<file path="config.mk">
export PLATFORM = sky130hd
export DESIGN_NAME = param_shift_reg
export DESIGN_NICKNAME = d
export VERILOG_FILES = /design/src/rtl/param_shift_reg.sv
export SDC_FILE = /design/constraint.sdc
export NUM_CORES = 1
export LEC_CHECK = 0
export CAP_MARGIN = 20
export CORE_ASPECT_RATIO = 1.75
export CORE_MARGIN = 2
export CORE_UTILIZATION = 35
export DETAILED_ROUTE_END_ITERATION = 7
export GPL_TIMING_DRIVEN = 0
export PLACE_DENSITY = 0.78
export SLEW_MARGIN = 15
export SYNTH_ARGS = -nofsm -noshare
export SYNTH_HDL_FRONTEND = slang
export SYNTH_SLANG_ARGS = --single-unit
</file>
<file path="constraint.sdc">
create_clock -name clk -period 1.31 [get_ports clk]
set_input_delay 0.131 -clock clk [delete_from_list [all_inputs] [get_ports clk]]
set_output_delay 0.131 -clock clk [all_outputs]
set_load 0.05 [all_outputs]
</file>
<file path="src/rtl/param_shift_reg.sv">
// Parameterised shift register with shift-up/down, rotate and parallel load,
// plus a fill counter and a pattern match flag driven from registered state.
module param_shift_reg #(
    parameter  int WIDTH = 8,
    localparam int FW    = $clog2(WIDTH + 1)
) (
    input  logic             clk,
    input  logic             rst_n,
    input  logic             clr,
    input  logic             en,
    input  logic [1:0]       mode,
    input  logic             sin,
    input  logic [WIDTH-1:0] pdata,
    input  logic [WIDTH-1:0] pattern,
    output logic [WIDTH-1:0] q,
    output logic             sout_hi,
    output logic             sout_lo,
    output logic [FW-1:0]    fill,
    output logic             full,
    output logic             match
);

    typedef enum logic [1:0] {
        MODE_SHIFT_UP   = 2'b00,
        MODE_SHIFT_DOWN = 2'b01,
        MODE_ROTATE_UP  = 2'b10,
        MODE_LOAD       = 2'b11
    } mode_t;

    localparam logic [FW-1:0] FILL_MAX = FW'(WIDTH);

    logic [WIDTH-1:0] q_next;
    logic [FW-1:0]    fill_next;
    logic [FW-1:0]    fill_inc;
    mode_t            mode_sel;

    assign mode_sel = mode_t'(mode);
    // Serial shifts count one more valid bit, saturating once the register is full.
    assign fill_inc = (fill == FILL_MAX) ? FILL_MAX : fill + FW'(1);

    always_comb begin
        q_next    = q;
        fill_next = fill;
        if (clr) begin
            q_next    = '0;
            fill_next = '0;
        end else if (en) begin
            case (mode_sel)
                MODE_SHIFT_UP: begin
                    q_next    = {q[WIDTH-2:0], sin};
                    fill_next = fill_inc;
                end
                MODE_SHIFT_DOWN: begin
                    q_next    = {sin, q[WIDTH-1:1]};
                    fill_next = fill_inc;
                end
                MODE_ROTATE_UP: begin
                    q_next = {q[WIDTH-2:0], q[WIDTH-1]};
                end
                MODE_LOAD: begin
                    q_next    = pdata;
                    fill_next = FILL_MAX;
                end
                default: begin
                    q_next    = q;
                    fill_next = fill;
                end
            endcase
        end
    end

    always_ff @(posedge clk or negedge rst_n) begin
        if (!rst_n) begin
            q    <= '0;
            fill <= '0;
        end else begin
            q    <= q_next;
            fill <= fill_next;
        end
    end

    assign sout_hi = q[WIDTH-1];
    assign sout_lo = q[0];
    assign full    = (fill == FILL_MAX);
    assign match   = full && (q == pattern);

endmodule

</file>
**Selected gate families**

(4 px per µm)
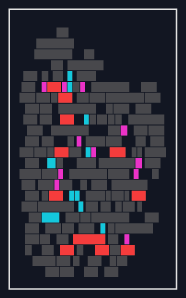
colour	family	cells
cyan	NOR gates	10
red	multiplexers	11
magenta	NAND gates	11
most frequent logic cell in the layout: sky130_fd_sc_hd__clkdlybuf4s50_1
final non-filler cell total: 168
share of cell area taken by multi-input logic gates: 37.0%

**Pin map**

(10 px per µm) Pins as bars across the die edge, other pins in grey.
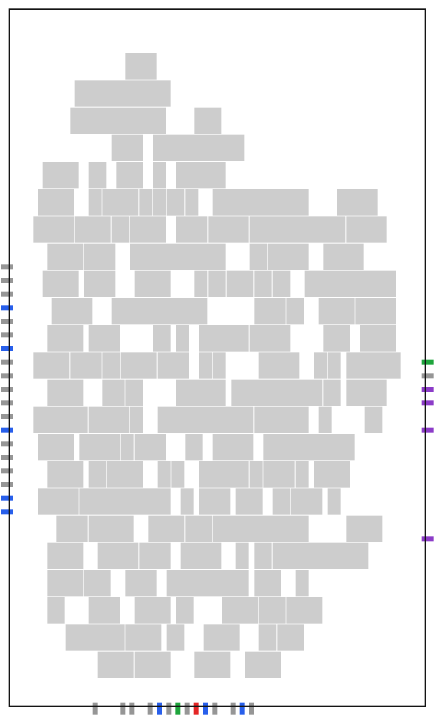
colour	port	pins	direction	edge
green	mode	2	input	1 bottom, 1 right
purple	fill	4	output	right
red	sin	1	input	bottom
blue	q	8	output	5 left, 3 bottom
all pins by edge	19 left, 14 bottom, 6 right
y dimension of the die: 69.6 µm
die width: 41.5 µm
buffers added on ports: 36

**Register map, names as in the netlist**

(4 px per µm) Other cells in grey.
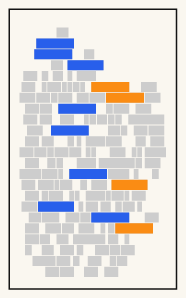
colour	name in the netlist	placed flops
orange	fill	4
blue	q	8
total area of sequential cells: 312 µm²
power in sequential cells: 418 µW
fraction of the core area covered by cells at the end of the flow: 63.6%
flip-flop and latch share of the layout cell area: 21.3%

**Zoomed window**

Window x 8 to 33, y 8 to 33 µm. Cells in grey, sequential cells in the stronger grey; small squares are vias.
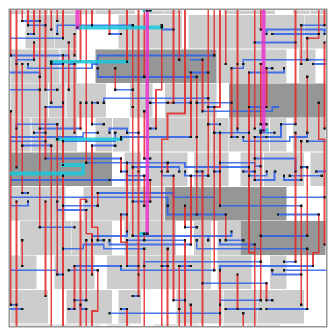
colour	layer
cyan	met3
magenta	met4
blue	met1
red	met2
most frequent	buf_4 (5), mux2i_1 (5)
netlist names of flops here include	q (3), fill (2)
sequential cells in the window	5
cells with their middle in the window	53

==> Table 3: Implementation characteristics <==
Table: implementation figures

Parameter                              Value

Worst setup path
  Stage delay of the slowest cell on the critical path .................. between 0.4 and 0.5 ns
  Slowest stage cell, crit path .................. sky130_fd_sc_hd__dfrtp_2
  Critical path type .................. reg -> out
  Critical path fanouts, max .................. 3
  Cell breakdown of the critical path .................. xor2_2, nor4_2, and3_4, buf_8

Die
  Core area .................. 2300 µm²
  Number of standard-cell rows in the floorplan .................. 23

Timing
  Pins Over Slew Limit .................. 0
  Worst slew slack as a fraction of its limit .................. 60.9%
  Worst slew pin tran .................. around 0.58 ns
  Post-route setup TNS .................. -0.643 ns
  Endpoints failing setup .................. 4
  Shortest period the worst path allows .................. 1.61 ns
  Worst setup margin .................. -0.302 ns

Power and ir drop
  Post-layout power .................. 1230 µW
  Net switching power figure .................. 389 µW
  P per Cell Area .................. 842 nW/µm²
  Clock network power .................. 413 µW
  Clock network fraction of design power .................. 33.5%
  Cell-internal power .................. 844 µW
  Static leakage .................. 0.000648 µW

Routing
  Highest routing layer actually used .................. met4
  Routed WL per cell .................. 16.0 µm
  Vias post-DR .................. 934
  Pre-Repair DR Iteration Count .................. 4
  Total DRC errors in the routed layout .................. 0
  Antenna violation net count after detailed routing .................. 0
  Starting DRC count in detailed routing .................. 14

Cells and area
  Non-clock buffering overhead .................. 34.5%
  Post-route standard cell area excluding fillers .................. between 1000 and 1500 µm²
  Clock-cell share of area .................. 3.76%
  Final-layout clock buffer total .................. 4
  Largest class .................. multi-input combinational cells
  Logic area .................. 542 µm²
  Flip-flop count of the largest register after layout .................. 8
  Syn-to-layout area delta .................. 70.3%
  Count of plain and timing-repair buffers in the layout .................. 54

Status
  Violations in the final reports .................. negative setup slack
  Result of the run .................. finished with violations

Yosys
  Ys Warns .................. 0
  Total cell area reported by yosys after synthesis .................. approximately 860 µm²
  Most repeated cell in the gate-level netlist after synthesis .................. sky130_fd_sc_hd__dfrtp_1
  Number of enable-type register cells in the synthesized netlist .................. 0
  Mux cell area share after synthesis .................. about 14%
  Post-synth top cells .................. sky130_fd_sc_hd__dfrtp_1 (12), sky130_fd_sc_hd__a21oi_1 (9), sky130_fd_sc_hd__mux2i_1 (9), sky130_fd_sc_hd__nand2_1 (9)
  Fraction of the yosys area taken by sequential cells .................. 34.9%
  Flip-flop and latch count after synthesis .................. 12
  Main logic family .................. AND-OR/OR-AND gates
  Xor/xnor share of the synthesized area .................. 8.15%
  Async SR Flop Fraction .................. 100%
  Post-Syn Area .................. 860 µm²
  Synthesized netlist cell count .................. 93
  Post-synth cell types .................. 25
  Basic Gates by Area .................. 13.7%
  Yosys top cell area share .................. 34.9%
  Main flop type .................. sky130_fd_sc_hd__dfrtp_1

Place
  Placed cell count .................. 154

Clock network
  Clock Sink Count .................. 12
  CTS tree .................. built
  Maximum buffer depth of the clock tree .................. 2
  Clock tree root buffer cell .................. sky130_fd_sc_hd__clkbuf_8

Global route
  Number of global-route vias before repair .................. 1009
  Global-route met2 utilization .................. 37.0%
  Overall fraction of global-route tracks in use .................. 18.9%
  Met1 GRT Util .................. between 10% and 20%
  Remaining global-route overflow .................. 0
  Met3 track utilization from global routing .................. 3.91%
  Grt peak-use layer .................. met2

Run
  Tool Warnings .................. 30
==> worst paths after layout <==
| check | slack (ns) | start | end | depth (start not counted) |
|---|---|---|---|---|
| max | -0.30 | q[0] | match | 4 |
| max in group asynchronous | 0.63 | rst_n | q[4] | 1 |
| min reg2reg | 0.57 | fill[2] | fill[2] | 1 |
| max reg2reg | -0.12 | fill[1] | fill[0] | 5 |
| min | 0.16 | en | fill[2] | 2 |
| min in group asynchronous | 0.25 | rst_n | q[6] | 1 |
==> critical path, delay by kind of cell (launching register included) <==
family	cells	cell delay (ns)
AND/OR/NAND/NOR	2	0.51
flip-flops	1	0.44
XOR/XNOR	1	0.16
buffers and inverters	1	0.14
Power is estimated from default activity; no workload was simulated.
